==> run_1/placement_by_type.png <==
Fill, decap, tap and diode cells in gray.
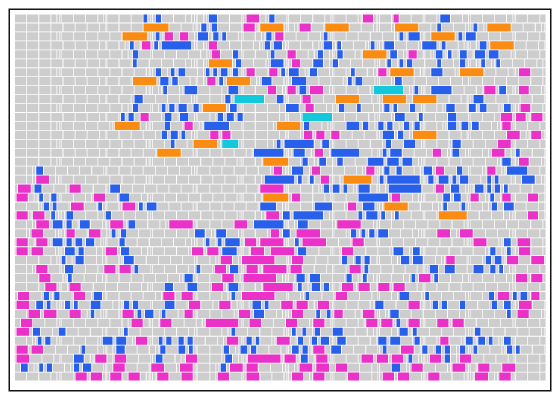
==> run_1/wires.png <==
Bar = 50 µm. Two of the layers only.
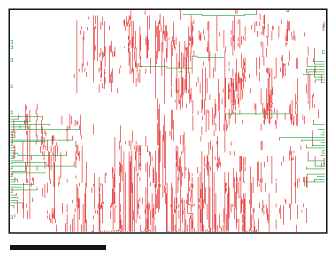
==> run_1/power_grid.png <==
Bar = 50 µm. Pins as bars on the die edge.
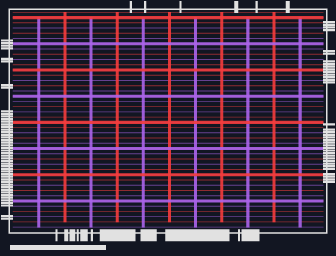
[src/rtl/w5300_bus_arbiter_if.sv]
// Bundle of client-side and driver-side signals around the W5300 bus arbiter.
// Latency: none (wires only).
// Backpressure: clients stall on their cli_gnt bit; the driver is gated by drv_en.
interface w5300_bus_arbiter_if #(
  parameter int NUM_CLIENTS = 4,
  parameter int ADDR_W      = 10,
  parameter int DATA_W      = 16
);
  logic [NUM_CLIENTS-1:0]        cli_req;
  logic [NUM_CLIENTS*ADDR_W-1:0] cli_addr;
  logic [NUM_CLIENTS*DATA_W-1:0] cli_wr_data;
  logic [NUM_CLIENTS-1:0]        cli_gnt;
  logic [NUM_CLIENTS-1:0]        cli_op_state;
  logic [DATA_W-1:0]             cli_rd_data;
  logic [ADDR_W-1:0]             drv_addr;
  logic [DATA_W-1:0]             drv_wr_data;
  logic                          drv_en;
  logic [DATA_W-1:0]             drv_rd_data;
  logic                          drv_op_state;
  logic                          arb_timeout;

  // Arbiter side
  modport slave (
    input  cli_req, cli_addr, cli_wr_data, drv_rd_data, drv_op_state,
    output cli_gnt, cli_op_state, cli_rd_data, drv_addr, drv_wr_data, drv_en, arb_timeout
  );

  // Socket engines and bus driver side
  modport master (
    output cli_req, cli_addr, cli_wr_data, drv_rd_data, drv_op_state,
    input  cli_gnt, cli_op_state, cli_rd_data, drv_addr, drv_wr_data, drv_en, arb_timeout
  );
endinterface

[src/rtl/w5300_bus_arbiter.sv]
// Rotating-priority arbiter sharing one W5300 register-bus driver among socket engines.
// Latency: 1 clk req->gnt; 2 clk minimum gap between grants (RELEASE + IDLE).
// Backpressure: non-granted clients stall on cli_gnt; grants yield on budget or watchdog.
module w5300_bus_arbiter #(
  parameter int NUM_CLIENTS = 4,
  parameter int ADDR_W      = 10,
  parameter int DATA_W      = 16,
  parameter int MAX_BURST   = 64,
  parameter int TIMEOUT     = 1024
) (
  input  logic                  clk,
  input  logic                  rst_n,
  w5300_bus_arbiter_if.slave    bus
);
  localparam int IW  = $clog2(NUM_CLIENTS);
  localparam int OPW = (MAX_BURST > 0) ? $clog2(MAX_BURST + 1) : 1;
  localparam int WDW = (TIMEOUT > 0) ? $clog2(TIMEOUT + 1) : 1;
  localparam logic [OPW-1:0] BURST_LIM = OPW'(MAX_BURST);
  localparam logic [WDW-1:0] WD_LIM    = WDW'((TIMEOUT > 0) ? TIMEOUT - 1 : 0);
  localparam logic [IW:0]    NC        = (IW + 1)'(NUM_CLIENTS);

  typedef enum logic [1:0] {IDLE, GRANT, RELEASE} state_t;

  state_t                 state, state_nxt;
  logic [NUM_CLIENTS-1:0] gnt;
  logic [IW-1:0]          g_idx;
  logic [IW-1:0]          rr_ptr;
  logic [IW-1:0]          rr_nxt;
  logic [IW-1:0]          sel_idx;
  logic [IW-1:0]          sel_off;
  logic                   sel_vld;
  logic [IW:0]            sel_sum;
  logic [IW:0]            g_inc;
  logic [2*NUM_CLIENTS-1:0] req_dbl;
  logic [NUM_CLIENTS-1:0] req_rot;
  logic [OPW-1:0]         op_cnt, op_cnt_nxt;
  logic [WDW-1:0]         wd_cnt, wd_cnt_nxt;
  logic                   req_g, others_pend, burst_hit, wd_hit, grant_exit;

  // Rotate requests so bit 0 is the client at rr_ptr, then pick the lowest set offset
  assign req_dbl = {bus.cli_req, bus.cli_req};
  assign req_rot = NUM_CLIENTS'(req_dbl >> rr_ptr);

  // Find the first requester at or after rr_ptr, wrapping modulo NUM_CLIENTS
  always_comb begin
    sel_vld = 1'b0;
    sel_off = '0;
    for (int k = NUM_CLIENTS - 1; k >= 0; k--) begin
      if (req_rot[k]) begin
        sel_vld = 1'b1;
        sel_off = IW'(k);
      end
    end
    sel_sum = {1'b0, rr_ptr} + {1'b0, sel_off};
    sel_idx = (sel_sum >= NC) ? IW'(sel_sum - NC) : IW'(sel_sum);
  end

  // Grant-exit conditions; the budget exit only fires on a completion so no op is cut
  assign req_g       = |(bus.cli_req & gnt);
  assign others_pend = |(bus.cli_req & ~gnt);
  assign op_cnt_nxt  = (bus.drv_op_state && (op_cnt != '1)) ? op_cnt + OPW'(1) : op_cnt;
  assign wd_cnt_nxt  = bus.drv_op_state ? '0 : ((wd_cnt != '1) ? wd_cnt + WDW'(1) : wd_cnt);
  assign burst_hit   = (MAX_BURST != 0) && bus.drv_op_state && (op_cnt_nxt >= BURST_LIM) && others_pend;
  assign wd_hit      = (TIMEOUT != 0) && (wd_cnt >= WD_LIM);
  assign grant_exit  = !req_g || burst_hit || wd_hit;
  assign g_inc       = {1'b0, g_idx} + (IW + 1)'(1);
  assign rr_nxt      = (g_inc >= NC) ? '0 : IW'(g_inc);

  // State register
  always_ff @(posedge clk) begin
    if (!rst_n) state <= IDLE;
    else        state <= state_nxt;
  end

  // Next-state logic
  always_comb begin
    state_nxt = state;
    case (state)
      IDLE:    if (sel_vld) state_nxt = GRANT;
      GRANT:   if (grant_exit) state_nxt = RELEASE;
      RELEASE: state_nxt = IDLE;
      default: state_nxt = IDLE;
    endcase
  end

  // Grant, rotation pointer and per-grant counters
  always_ff @(posedge clk) begin
    if (!rst_n) begin
      gnt    <= '0;
      g_idx  <= '0;
      rr_ptr <= '0;
      op_cnt <= '0;
      wd_cnt <= '0;
    end else begin
      case (state)
        IDLE: begin
          if (sel_vld) begin
            g_idx <= sel_idx;
            gnt   <= NUM_CLIENTS'(1) << sel_idx;
          end
        end
        GRANT: begin
          op_cnt <= op_cnt_nxt;
          wd_cnt <= wd_cnt_nxt;
          if (grant_exit) gnt <= '0;
        end
        RELEASE: begin
          rr_ptr <= rr_nxt;
          op_cnt <= '0;
          wd_cnt <= '0;
        end
        default: gnt <= '0;
      endcase
    end
  end

  // Driver command mux and completion routing, active only while granted
  always_comb begin
    bus.drv_addr     = '0;
    bus.drv_wr_data  = '0;
    bus.drv_en       = 1'b0;
    bus.cli_op_state = '0;
    bus.arb_timeout  = 1'b0;
    if (state == GRANT) begin
      bus.drv_en       = 1'b1;
      bus.cli_op_state = gnt & {NUM_CLIENTS{bus.drv_op_state}};
      bus.arb_timeout  = wd_hit;
      for (int i = 0; i < NUM_CLIENTS; i++) begin
        if (g_idx == IW'(i)) begin
          bus.drv_addr    = bus.cli_addr[i*ADDR_W +: ADDR_W];
          bus.drv_wr_data = bus.cli_wr_data[i*DATA_W +: DATA_W];
        end
      end
    end
  end

  assign bus.cli_gnt     = gnt;
  assign bus.cli_rd_data = bus.drv_rd_data;
endmodule
[src/flat_wrapper.sv]
// flat-port wrapper written by rule: the top's interface ports become plain ports
module w5300_bus_arbiter_flat 
#(
  parameter int NUM_CLIENTS = 4,
  parameter int ADDR_W      = 10,
  parameter int DATA_W      = 16,
  parameter int MAX_BURST   = 64,
  parameter int TIMEOUT     = 1024
)
  (clk, rst_n, bus_cli_req, bus_cli_addr, bus_cli_wr_data, bus_drv_rd_data, bus_drv_op_state, bus_cli_gnt, bus_cli_op_state, bus_cli_rd_data, bus_drv_addr, bus_drv_wr_data, bus_drv_en, bus_arb_timeout);
  w5300_bus_arbiter_if #(.NUM_CLIENTS(NUM_CLIENTS), .ADDR_W(ADDR_W), .DATA_W(DATA_W)) bus_i ();
  input  logic clk;
  input  logic rst_n;
  input wire logic [$bits(bus_i.cli_req)-1:0] bus_cli_req;
  input wire logic [$bits(bus_i.cli_addr)-1:0] bus_cli_addr;
  input wire logic [$bits(bus_i.cli_wr_data)-1:0] bus_cli_wr_data;
  input wire logic [$bits(bus_i.drv_rd_data)-1:0] bus_drv_rd_data;
  input wire logic [$bits(bus_i.drv_op_state)-1:0] bus_drv_op_state;
  output wire logic [$bits(bus_i.cli_gnt)-1:0] bus_cli_gnt;
  output wire logic [$bits(bus_i.cli_op_state)-1:0] bus_cli_op_state;
  output wire logic [$bits(bus_i.cli_rd_data)-1:0] bus_cli_rd_data;
  output wire logic [$bits(bus_i.drv_addr)-1:0] bus_drv_addr;
  output wire logic [$bits(bus_i.drv_wr_data)-1:0] bus_drv_wr_data;
  output wire logic [$bits(bus_i.drv_en)-1:0] bus_drv_en;
  output wire logic [$bits(bus_i.arb_timeout)-1:0] bus_arb_timeout;
  assign bus_i.cli_req = bus_cli_req;
  assign bus_i.cli_addr = bus_cli_addr;
  assign bus_i.cli_wr_data = bus_cli_wr_data;
  assign bus_i.drv_rd_data = bus_drv_rd_data;
  assign bus_i.drv_op_state = bus_drv_op_state;
  assign bus_cli_gnt = bus_i.cli_gnt;
  assign bus_cli_op_state = bus_i.cli_op_state;
  assign bus_cli_rd_data = bus_i.cli_rd_data;
  assign bus_drv_addr = bus_i.drv_addr;
  assign bus_drv_wr_data = bus_i.drv_wr_data;
  assign bus_drv_en = bus_i.drv_en;
  assign bus_arb_timeout = bus_i.arb_timeout;
  w5300_bus_arbiter #(.NUM_CLIENTS(NUM_CLIENTS), .ADDR_W(ADDR_W), .DATA_W(DATA_W), .MAX_BURST(MAX_BURST), .TIMEOUT(TIMEOUT)) u_core (.clk(clk), .rst_n(rst_n), .bus(bus_i));
endmodule
[config.mk]
export PLATFORM = sky130hd
export DESIGN_NAME = w5300_bus_arbiter_flat
export DESIGN_NICKNAME = d
export VERILOG_FILES = /design/src/rtl/w5300_bus_arbiter_if.sv /design/src/rtl/w5300_bus_arbiter.sv /design/src/flat_wrapper.sv
export SDC_FILE = /design/constraint.sdc
export NUM_CORES = 1
export LEC_CHECK = 0
export CELL_PAD_IN_SITES_DETAIL_PLACEMENT = 1
export CELL_PAD_IN_SITES_GLOBAL_PLACEMENT = 2
export CORE_ASPECT_RATIO = 0.7
export CORE_UTILIZATION = 16
export DETAILED_ROUTE_END_ITERATION = 16
export HOLD_SLACK_MARGIN = 0.15
export PLACE_DENSITY_LB_ADDON = 0.12
export SYNTH_ARGS = -nofsm -noshare
export SYNTH_HDL_FRONTEND = slang
export SYNTH_SLANG_ARGS = --single-unit
[constraint.sdc]
create_clock -name clk -period 2.02 [get_ports clk]
set_input_delay 0.303 -clock clk [delete_from_list [all_inputs] [get_ports clk]]
set_output_delay 0.303 -clock clk [all_outputs]
set_load 0.02 [all_outputs]
==> summary.txt, run 1 <==
The synthesis and PnR run went through. The run finished, with violations left. The final reports fail on setup timing. Count of buffers inserted at the top-level ports landed at 146.

Grouping non-sequential cells by family puts the most area in simple AND/OR/NAND/NOR gates. The finished design was reported to have a net count of 760. Buffers inserted during clock tree synthesis total 3. Hold path depth landed at 2. For flop-to-flop paths, the worst setup slack is 0.11 ns. The tool warning count for the run is 33. Final tally of setup violations landed at 26. Clock skew on the completed layout was measured at 0.00659 ns. Number of distinct library cells after synthesis landed at 46.

The capture point of the worst register-to-register path is recorded as u_core.bus.cli_gnt[1]. In this run, the synthesized area fraction spent on and/or/nand/nor cells is recorded as 0.377. Across all hold checks on the routed design, the worst slack comes to 0.496 ns. The number of setup buffers added after CTS is 8. Leaving out fill and tap cells, the most frequent cell in the layout is clkdlybuf4s50_1.

Looking at the worst setup and hold paths, the clock pins of their registers show a slew of 0.07 ns. Post-CTS repair ended up resizing 258 cells. The critical path in the final layout is reported with a setup slack of -0.195 ns. Of the total synthesized cell area, the portion taken by AND-OR and OR-AND cells is 0.262. Final tally of hold violations landed at 0.

The critical path goes through inv_4, ha_4, buf_12, buf_16, nand3b_1, a21oi_2, a21oi_1, o21ai_1, and2_1, buf_6. The run reported a max-capacitance violation count of 0. Sorting the synthesized cells by how often they occur yields a21oi_1, nand2_1, o21ai_0. For this configuration, the core starts out at a cell density of 0.163.

Pre-CTS setup slack landed at -0.436 ns. The final weighted congestion recorded by global placement is 0.737. For the worst-skew pair, the clock arrives at the later sink with an insertion delay of 0.27 ns.

According to the CTS report, the clock sink count is 28. Net switching power landed at 1.46 mW. Internal power landed at 2.26 mW. Number of warnings printed during yosys synthesis landed at 0.

The most critical setup path has its endpoint at bus_drv_addr[1]. For the worst min-delay path, the startpoint reported by OpenROAD is u_core.wd_cnt[9]. Per the GRT congestion report, total overflow comes to 0. Global-route wire length before repair landed at 21700 µm. Post-synthesis to final-layout area growth landed at 92.5%. Critical path data required time landed at 1.72 ns. Clock network power share landed at 0.141.

Minimum clock period landed at 2.21 ns. Largest driver fanout on the critical path landed at 6. Number of flops mapped to enable cells by yosys landed at 0. The finished layout holds 858 standard cells, fillers aside. The switching portion of total power comes to 0.393. Proportion of synthesized flip-flops having asynchronous set or reset landed at 0.

The number of global-route vias before repair is 3987. Setup repair after global routing could not meet its margin everywhere. For this block, the initial DRC count from the detailed router was 108.

After floorplanning, the die was sized to cover 0.0189 mm². Worst max-slew margin expressed relative to the limit landed at 0.720. The number of antenna violations at the first check in global routing was 0. Dividing the final minimum period by the clock period gives 1.10. Share of the yosys chip area belonging to registers landed at 0.190. The critical path in this run is classified as reg2out. Among all flip-flop cells after synthesis, the most frequent one is dfxtp_1.

Total count of max-transition violations in the final report landed at 0. STA shows the worst min-delay path finishing at u_core.wd_cnt[9]. After synthesis, the mean cell area works out to 6.48 µm². The synthesized design contains 28 register bits. Largest stage delay on the critical path landed at 0.36 ns. CTS built an H-tree with a depth of 1.

Maximum clock path buffer count landed at 2. Total wire length landed at 13700 µm. In this run, the synthesized area fraction spent on xor and xnor cells is recorded as 0.0208. For this run, the total global-route usage over all layers was measured as 0.146. Yosys reports a chip area of 0.00294 mm². Pin placement for this block handled 179 I/O pins. Logic depth along the worst register-to-register path is recorded as 8. In this run, the synthesized area fraction spent on adder and majority cells is recorded as 0.0425. The worst setup path is launched from a flop. 0 antenna diodes ended up in the layout. Cell area power density landed at 657 mW/mm². Slew of the pin with the lowest slew margin landed at 0.420 ns.

Number of nets at floorplan landed at 591. Timing would allow up to 452 MHz. Number of detailed-route iterations in the first pass landed at 4. The cell type that accounts for the most area after synthesis is dfxtp_1. Total cells reported by yosys after synthesis landed at 454.

Area share of the leading cell type in the synthesized netlist landed at 0.190. Total standard cell area after synthesis landed at 0.00294 mm². Note that the worst hold path type here is reg2reg. Area fraction in mux cells landed at 0.0136.

In the final layout, the share of cells above drive strength 1 is 0.278. The main area contributors are dfxtp_1, a21oi_1, nand2_1. In this run, post-CTS hold repair placed 0 buffers.

Entering global routing, the biggest net connects 28 pins.
## Picture notes: placement_by_type.png
class	color	cells	share of their area
remaining buffers and delay cells	magenta	214	42%
sequential cells	orange	28	11%
clock drivers and dummy loads	cyan	4	1.7%
combinational and other logic	blue	376	46%
Site Rows: 41
register share of the cell area: 0.101
Finished Core Util: 0.315
Core ar.: 0.0180 mm²
final design instance area without fill: 0.00567 mm²

## Picture notes: wires.png
layer	color	wire length
metal 2	red	6240 µm
metal 3	green	655 µm
routed len/inst: 16.0 µm
overall via count from detail_route: 3795

## Picture notes: power_grid.png
net	color
VDD	red
VSS	purple
met5 straps	8
met1 rails	42
die x size: 164 µm
die height: 115 µm
largest voltage drop on the vdd net: 0.282 mV

==> run 1: power groups by stage <==
stage	Sequential, mW	Combinational, mW	Clock (mW)
after global placement	0.643	1.95	0
after CTS	0.643	2.45	0.553
after detailed placement	0.645	1.97	0
after global routing	0.656	2.79	0.576
after floorplan	0.646	1.07	0
final	0.647	2.55	0.523
==> run 1: critical path, delay by kind of cell, from the launching register on <==
kind | cells | cell delay [ns]
simple gates | 2 | 0.33
flops | 1 | 0.36
fa+ha+maj | 1 | 0.18
compound gates | 3 | 0.33
buf+inv | 4 | 0.44
==> run 1: state kept, by name (all words and copies together), names as in the netlist <==
| name | flops |
|---|---|
| u_core.bus.cli_gnt | 4 |
| u_core.state | 2 |
| u_core.g_idx | 2 |
| u_core.op_cnt | 7 |
| u_core.rr_ptr | 2 |
| u_core.wd_cnt | 11 |
==> run 1: area by class of cell <==
| cell class | count | area (µm²) |
|---|---|---|
| Inverter | 7 | 31.3 |
| Tap cell | 236 | 295 |
| Fill cell | 2141 | 12300 |
| Multi-Input combinational cell | 369 | 2440 |
| Clock buffer | 4 | 88.8 |
| Timing Repair Buffer | 214 | 2240 |
| Sequential cell | 28 | 574 |
==> run 1: routing by layer <==
layer	global-route usage	vias to the layer above	part of all wire
li1	-	1904	-
met1	0.201	1810	0.49
met3	0.0286	8	0.048
met2	0.242	73	0.45
met4	0.0185	0	0.0066
met5	0	-	0
==> run 1: metrics by stage <==
| stage | area [µm²] | setup TNS (ns) | power, mW |
|---|---|---|---|
| after floorplan | 2940 | 0 | 1.72 |
| after global placement | 4940 | -10.90 | 2.59 |
| after detailed placement | 4940 | -11.69 | 2.61 |
| after CTS | 5500 | -3.39 | 3.64 |
| after global routing | 5670 | -6.35 | 4.02 |
| final | 5670 | -3.17 | 3.72 |
==> run_1/clk_routes.png <==
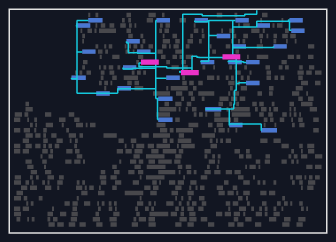

==> inputs of run 2 (changes only) <==
CORE_UTILIZATION = 17   (was 16)
CTS_BUF_LIST = sky130_fd_sc_hd__clkbuf_2 sky130_fd_sc_hd__clkbuf_4 sky130_fd_sc_hd__clkbuf_8   (was unset)
CTS_CLUSTER_SIZE = 20   (was unset)
SETUP_SLACK_MARGIN = 0.05   (was unset)
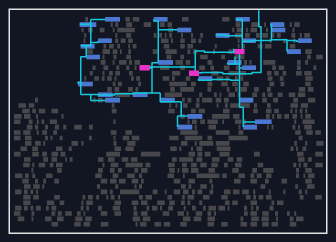
(run_2/clk_routes.png)
[clock drivers] magenta | count: 3
[clock wires] cyan | length: 497 µm
[flip-flops] blue | count: 28
routed clock nets	4
Skew-Pair Late Insertion Delay: 0.29 ns
Clock Skew: 0.00501 ns
fraction of power consumed by the clock network: 0.106

==> run 2 against run 1 <==
The flow still finishes with violations (setup timing). Clock power decreased by 28%. Clock skew decreased by 0.0016 ns. Non-clock buffer count increased by 7. First-iteration DRC count increased by 42%. Routed wire length decreased by 2.5%. Sequential cell count unchanged. Maximum frequency increased by 0.39%. Final cell count decreased by 0.35%. Critical path type unchanged. Critical endpoint is now bus_drv_wr_data[1]. Largest cell class unchanged. Highest routed layer unchanged.
==> summary.txt, run 2 <==
The synthesis and PnR run went through. The run finished, with violations left. The final reports fail on setup timing. In the post-synthesis netlist, the biggest area contributors are dfxtp_1, a21oi_1, nand2_1. Yosys stat chip area landed at 0.00294 mm² (unchanged). Number of buffers and inverters on the critical path landed at 3 (-1).

The number of violations reported at the end of detailed-routing iteration 0 was 153 (+42%). The maximum number of pins on one net before global-route repair was 41 (+46%). The number of warnings in the stage logs was 33 (unchanged). The highest clock frequency the design can meet was 453 MHz (+0.39%). The hold buffer count at CTS came to 0 (unchanged).

Number of antenna violations at the first check in global routing landed at 1 (+1). Fraction of power spent switching nets landed at 0.402 (+0.00989). Area of the placeable core landed at 0.0166 mm² (-7.6%). Final cell count without fillers landed at 855 (-0.35%). Cell area power density landed at 621 mW/mm² (-5.4%). The worst setup path is captured at an output pin. Post-synth the commonest register cell is dfxtp_1. Per the STA report, the cell with the highest stage delay on the worst path is dfxtp_2. Compared with the post-synthesis result, the final layout area differs by 93.9%. Number of DRC violations after detailed routing landed at 0. The top cell type in the final layout, fill and taps aside, is clkdlybuf4s50_1. The pre-CTS setup slack was -0.519 ns (-0.0824 ns). Minimum clock period landed at 2.21 ns (-0.00859 ns). Slew of the pin with the lowest slew margin landed at 0.377 ns (-0.0436 ns). Fraction of the cycle the final worst path needs landed at 1.09 (-0.00425).

Number of stages on the worst setup path landed at 9 (-1). The critical path goes through inv_2, ha_4, bufbuf_16, nand3b_1, a21oi_2, a21oi_1, o21ai_1, and2_1, buf_6. Global-route wire length before repair landed at 21300 µm (-1.9%). Area share of the leading cell type in the synthesized netlist landed at 0.190 (unchanged). Sorting the synthesized cells by how often they occur yields a21oi_1, nand2_1, o21ai_0. The critical path data required time came to 1.72 ns (about the same). Per the cell usage report, the commonest logic cells after layout are clkdlybuf4s50_1, nand2_1, buf_4, a21oi_1, buf_6. The worst setup margin came to -0.186 ns (+0.00859 ns). Hold path depth landed at 2 (unchanged). The number of buffers inserted during clock tree synthesis came to 3 (unchanged). Number of nets at floorplan landed at 591 (unchanged). The final weighted congestion in routability-driven placement is 0.745 (+1.0%). Total sequential power landed at 0.646 mW (about the same). Of the total power, registers draw 0.182. The share of the yosys chip area belonging to registers was 0.190 (unchanged).

The number of flip-flops and latches in the synthesized netlist is 28 (unchanged). The area occupied by multi-input gates was 0.00248 mm² (+1.8%). Half-perimeter wire length after placement landed at 9900 µm. Total wire length landed at 13400 µm (-2.5%). Per the post-route antenna check, the number of violating nets is 0. The final tally of setup violations is 26 (unchanged). Proportion of synthesized flip-flops having asynchronous set or reset landed at 0 (unchanged). Synthesis handed over a netlist of 454 instances. Mean number of vias per cell landed at 4.49. u_core.wd_cnt holds more flip-flops than any other register. The cell type that accounts for the most area after synthesis is dfxtp_1. Number of flops mapped to enable cells by yosys landed at 0 (unchanged). The total count of max-transition violations in the final report was 0 (unchanged).

Largest stage delay on the critical path landed at 0.35 ns (about the same). Detailed-route via count landed at 3838 (+1.1%). The average detailed-routed wire length per instance is 15.7 µm (-2.1%). Count of clock tree sinks landed at 28 (unchanged).

The synthesized area per cell came to 6.48 µm² (unchanged). The data arrival time reported for the critical path is 1.90 ns. Worst max-slew margin expressed relative to the limit landed at 0.745 (+0.0256). The worst setup path is launched from a flop. The vertical die dimension is 112 µm (-2.9%). Path depth of the worst reg2reg path landed at 8 (unchanged). The number of warnings printed during yosys synthesis was 0 (unchanged). The number of global-route vias before repair was 4012 (+0.63%).

Count of buffers inserted at the top-level ports landed at 146 (unchanged). Combinational fraction of design power landed at 0.711. The aggregate global-route resource usage came to 0.148 (+0.00166). The critical path is of the reg2out type. Final net count landed at 767 (+0.92%).

Number of I/O pins landed at 179 (unchanged). Grouping stages by cell kind, the critical path spends the most delay in buffers and inverters. The number of flip-flops in the largest register came to 11 (unchanged).

Power consumed by combinational cells landed at 2.52 mW (about the same). TritonCTS built the clock tree. The largest driver fanout on the critical path was 5 (-1). Placement row count landed at 39 (-4.9%). Power after layout landed at 3.54 mW (-4.8%).

The power in the clock group is 0.376 mW (-28%). Register area landed at 579 µm² (+0.87%). Overall chip area landed at 0.0178 mm² (-5.8%). Number of placed instances, taps included landed at 834. The maximum clock path buffer count came to 2 (unchanged). The post-layout utilization of the core is 0.343 (+0.0282).

Number of inserted filler cells in the final layout landed at 1964 (-8.3%). The overflow left after global routing came to 0 (unchanged). Clock tree synthesis selected as its root buffer the cell clkbuf_8. The internal power was 2.12 mW (-6.3%). Final tally of hold violations landed at 0 (unchanged).

In this run the worst hold path is classified as reg2reg. Setup repair after global routing could not meet its margin everywhere. Clock-pin transition on the worst setup and hold timing paths landed at 0.11 ns (+0.04 ns).

Number of detailed-route iterations in the first pass landed at 4 (unchanged). Number of distinct library cells after synthesis landed at 46 (unchanged). Die extent in x landed at 159 µm (-2.9%). Total leakage power landed at 2.16 nW.

Reported max-cap violation count landed at 0 (unchanged). The net switching power was 1.43 mW (-2.4%). The effective utilization at floorplan was 0.177 (+0.0134). Total cells reported by yosys after synthesis landed at 454 (unchanged).

Peak supply drop landed at 0.230 mV (-18%). The deepest level of the CTS H-tree came to 1 (unchanged). The total standard cell area after synthesis was 0.00294 mm² (unchanged). Share of cells above drive strength 1 landed at 0.321 (+0.0430). Looking at the group totals, the largest power group turns out to be combinational logic.
run 2: worst paths after layout:
path                                  startpoint                     to  slack [ns]
worst max-delay path             u_core.g_idx[1]     bus_drv_wr_data[1]       -0.19
worst min-delay path            u_core.wd_cnt[9]       u_core.wd_cnt[9]        0.50
worst max register to register  u_core.wd_cnt[1]  u_core.bus.cli_gnt[1]        0.03
worst min register to register  u_core.wd_cnt[9]       u_core.wd_cnt[9]        0.50
run 2: timing repair:
| action | in CTS | in global routing |
|---|---|---|
| endpoints found under the setup margin | 39 | 39 |
| pin swaps | 51 | 29 |
| gates cloned | 5 | 1 |
| setup buffers | 9 | 3 |
| gates resized | 267 | 60 |
run 2: logic make-up (layout without fill, tap and decap cells):
group	count (synthesis)	in the layout	synth area share
compound gates	138	138	0.262
xor+xnor	7	7	0.0208
fa+ha+maj	10	10	0.0425
buf+inv	57	232	0.0940
flops	28	28	0.190
mux	4	4	0.0136
other cells	0	1	0
simple gates	210	210	0.377
run 2: layout make-up:
class	instances	share of cell area
diodes	1	0.000439
clock buffers	4	0.00965
inverters	7	0.00461
multi-input cells	369	0.435
flip-flops and latches	28	0.102
well taps	225	0.0493
repair buffers	221	0.399
run 2: metal layers:
| metal | routed length (µm) | track usage |
|---|---|---|
| met1 | 6500 | 0.199 |
| met2 | 6270 | 0.254 |
| met3 | 570 | 0.0259 |
| met5 | 0 | 0 |
| met4 | 57 | 0.0160 |
run 2: through the flow:
stage / hold slack, ns / setup TNS, ns / cell area, µm²
finish: 0.497 / -2.97 / 5710
global route: 0.540 / -6.16 / 5710
CTS: 0.482 / -4.32 / 5520
detailed placement: 0.466 / -11.38 / 4960
global placement: 0.455 / -9.94 / 4960
floorplan: 0.436 / 0 / 2940
==> run_2/clocks.png <==
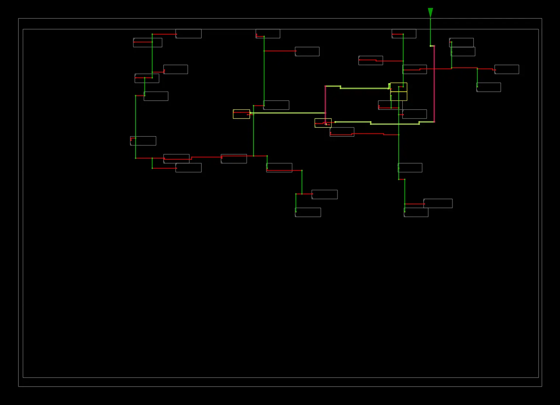

==> inputs of run 3 (changes only) <==
--- a/config.mk
+++ b/config.mk
@@ -15,3 +15,3 @@
 export HOLD_SLACK_MARGIN = 0.15
-export PLACE_DENSITY_LB_ADDON = 0.12
+export PLACE_DENSITY_LB_ADDON = 0.1
 export SETUP_SLACK_MARGIN = 0.05
--- a/constraint.sdc
+++ b/constraint.sdc
@@ -3,2 +3,2 @@
 set_output_delay 0.303 -clock clk [all_outputs]
-set_load 0.02 [all_outputs]
+set_load 0.01 [all_outputs]
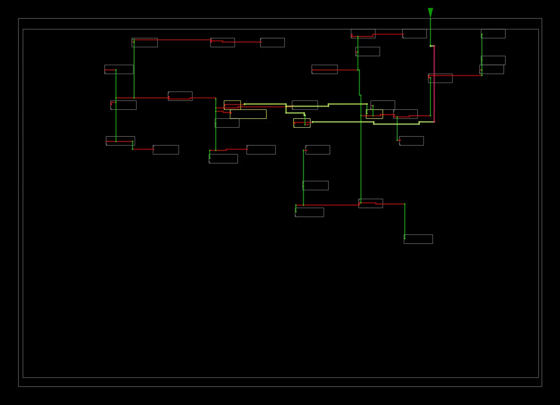
(run_3/clocks.png)
Clock net power: 0.485 mW
Skew-Pair Late Insertion Delay: 0.30 ns

==> run 3 against run 2 <==
Critical path depth unchanged. Final area down 3.1%. Critical endpoint is now bus_drv_wr_data[12]. Die size unchanged. Synthesized area unchanged. Via count down 0.81%. The run still ends with setup timing left. Largest cell class unchanged. Sequential cell count unchanged.
==> summary.txt, run 3 <==
The synthesis and PnR run went through. The run finished, with violations left. The checks that failed: setup timing. Final tally of setup violations landed at 26 (unchanged). The worst setup path is captured at an output pin. The total wire length came to 13600 µm (+1.9%).

Setup repair after global routing could not meet its margin everywhere. The net switching power is 1.33 mW (-6.8%). The number of antenna violations at the first check in global routing was 0 (-1). Number of global-route vias before repair landed at 4139 (+3.2%). Highest clock frequency the design can meet landed at 450 MHz (-0.64%).

Slew of the pin with the lowest slew margin landed at 0.428 ns (+0.0512 ns). Area fraction in compound gates landed at 0.262 (unchanged). Die extent in x landed at 159 µm (unchanged). The number of flops mapped to enable cells by yosys is 0 (unchanged). The internal power was 2.14 mW (+1.2%). The synthesized design spends more area on one cell type than any other, namely dfxtp_1. Looking at the group totals, the largest power group turns out to be combinational logic.

Final tally of hold violations landed at 0 (unchanged). The cell area power density is 628 mW/mm² (+1.1%). Number of warnings in the stage logs landed at 33 (unchanged). Sorting the synthesized cells by area gives the leading types as dfxtp_1, a21oi_1, nand2_1. Path depth of the worst reg2reg path landed at 8 (unchanged).

The effective utilization at floorplan came to 0.177 (unchanged). Largest stage delay on the critical path landed at 0.35 ns (about the same). The count of buffers inserted at the top-level ports was 146 (unchanged). The synthesized area per cell is 6.48 µm² (unchanged). The share of cells above drive strength 1 is 0.298 (-0.0229). Fraction of power spent switching nets landed at 0.383 (-0.0195). Placement row count landed at 39 (unchanged).

The final weighted congestion in routability-driven placement came to 0.736 (-1.2%). Peak supply drop landed at 0.294 mV (+28%). Hold path depth landed at 2 (unchanged). Worst setup margin landed at -0.200 ns (-0.0143 ns).

Reported max-cap violation count landed at 0 (unchanged). The number of inserted filler cells in the final layout is 2001 (+1.9%). The maximum clock path buffer count is 2 (unchanged). The worst setup path is launched from a flop. The simple logic cell fraction of the synthesized area was 0.377 (unchanged). By area, the combinational part of the netlist is dominated by simple AND/OR/NAND/NOR gates. The fraction of the cycle the final worst path needs came to 1.10 (+0.00707). Area of the placeable core landed at 0.0166 mm² (unchanged). The worst setup path is of the reg2out kind. The XOR/XNOR share of the synthesized area came to 0.0208 (unchanged). Number of stages on the worst setup path landed at 9 (unchanged). Broken down by cell family, the worst path's largest delay share belongs to buffers and inverters. Proportion of synthesized flip-flops having asynchronous set or reset landed at 0 (unchanged). The combinational fraction of design power was 0.675 (-0.036). Deepest level of the CTS H-tree landed at 1 (unchanged).

The area fraction in mux cells was 0.0136 (unchanged). Number of violations reported at the end of detailed-routing iteration 0 landed at 99 (-35%). The number of buffers and inverters on the critical path was 3 (unchanged). Total sequential power landed at 0.645 mW (about the same). Overflow left after global routing landed at 0 (unchanged). Worst max-slew margin expressed relative to the limit landed at 0.715 (-0.0306). The hold buffer count at CTS came to 0 (unchanged). Yosys stat chip area landed at 0.00294 mm² (unchanged). Number of detailed-route iterations in the first pass landed at 4 (unchanged). The critical path data required time was 1.72 ns (about the same). Listed in order, past its start point the critical path passes inv_2, ha_4, bufbuf_16, nand2_1, a21oi_2, a21oi_1, o21ai_1, and2_1, clkdlybuf4s15_2. Cell count after synthesis landed at 454 (unchanged). TritonCTS built the clock tree. Detailed-route via count landed at 3807 (-0.81%). The total cells reported by yosys after synthesis is 454 (unchanged). Clock-pin transition on the worst setup and hold timing paths landed at 0.12 ns (about the same). The maximum clock skew at final layout came to 0.00623 ns (+0.00122 ns). Overall chip area landed at 0.0178 mm² (unchanged). Maximum number of pins on one net before global-route repair landed at 35 (-15%). Largest driver fanout on the critical path landed at 8 (+3).
==> run 3: cell counts after synthesis <==
No cell type changed its count.
==> run 3: through the flow <==
| stage | hold slack (ns) | TNS, ns | worst slack [ns] |
|---|---|---|---|
| 5_1_grt | 0.530 | -6.76 | -0.319 |
| 3_3_place_gp | 0.459 | -8.44 | -0.387 |
| 2_1_floorplan | 0.436 | 0 | 0.0520 |
| 3_5_place_dp | 0.468 | -9.36 | -0.464 |
| 6_report | 0.498 | -3.24 | -0.200 |
| 4_1_cts | 0.496 | -4.48 | -0.234 |
==> run 3: what timing repair did <==
item                       4_1_cts  5_1_grt
gates resized                  203       48
setup buffers                   13        2
pin swaps                       38       33
cloned                           4        0
setup endpoints to repair       37       33
==> run 3: area by class of cell <==
cell class / count / area [µm²] / share of cell area
clock buffer: 3 / 41.3 / 0.00747
clock inverter: 1 / 30.0 / 0.00543
inverter: 7 / 28.8 / 0.00520
multi-input combinational: 369 / 2430 / 0.440
sequential: 28 / 591 / 0.107
tap: 225 / 282 / 0.0509
timing repair buffer: 219 / 2130 / 0.384
==> run 3: path summary, 6_finish.rpt <==
kind	from	endpoint	slack, ns
hold / removal	u_core.wd_cnt[9]	u_core.wd_cnt[9]	0.50
setup reg to reg	u_core.wd_cnt[1]	u_core.bus.cli_gnt[2]	0.08
hold reg to reg	u_core.wd_cnt[9]	u_core.wd_cnt[9]	0.50
setup / recovery	u_core.g_idx[1]	bus_drv_wr_data[12]	-0.20
==> run 3: layer usage <==
layer	vias to the layer above	global-route usage	routed length, µm
li1	1911	-	-
met1	1790	0.192	6280
met2	86	0.263	6430
met4	0	0.0365	263
met5	-	0	0
met3	20	0.0318	680
Power figures rest on the tool's default switching activity, not on a simulated workload.
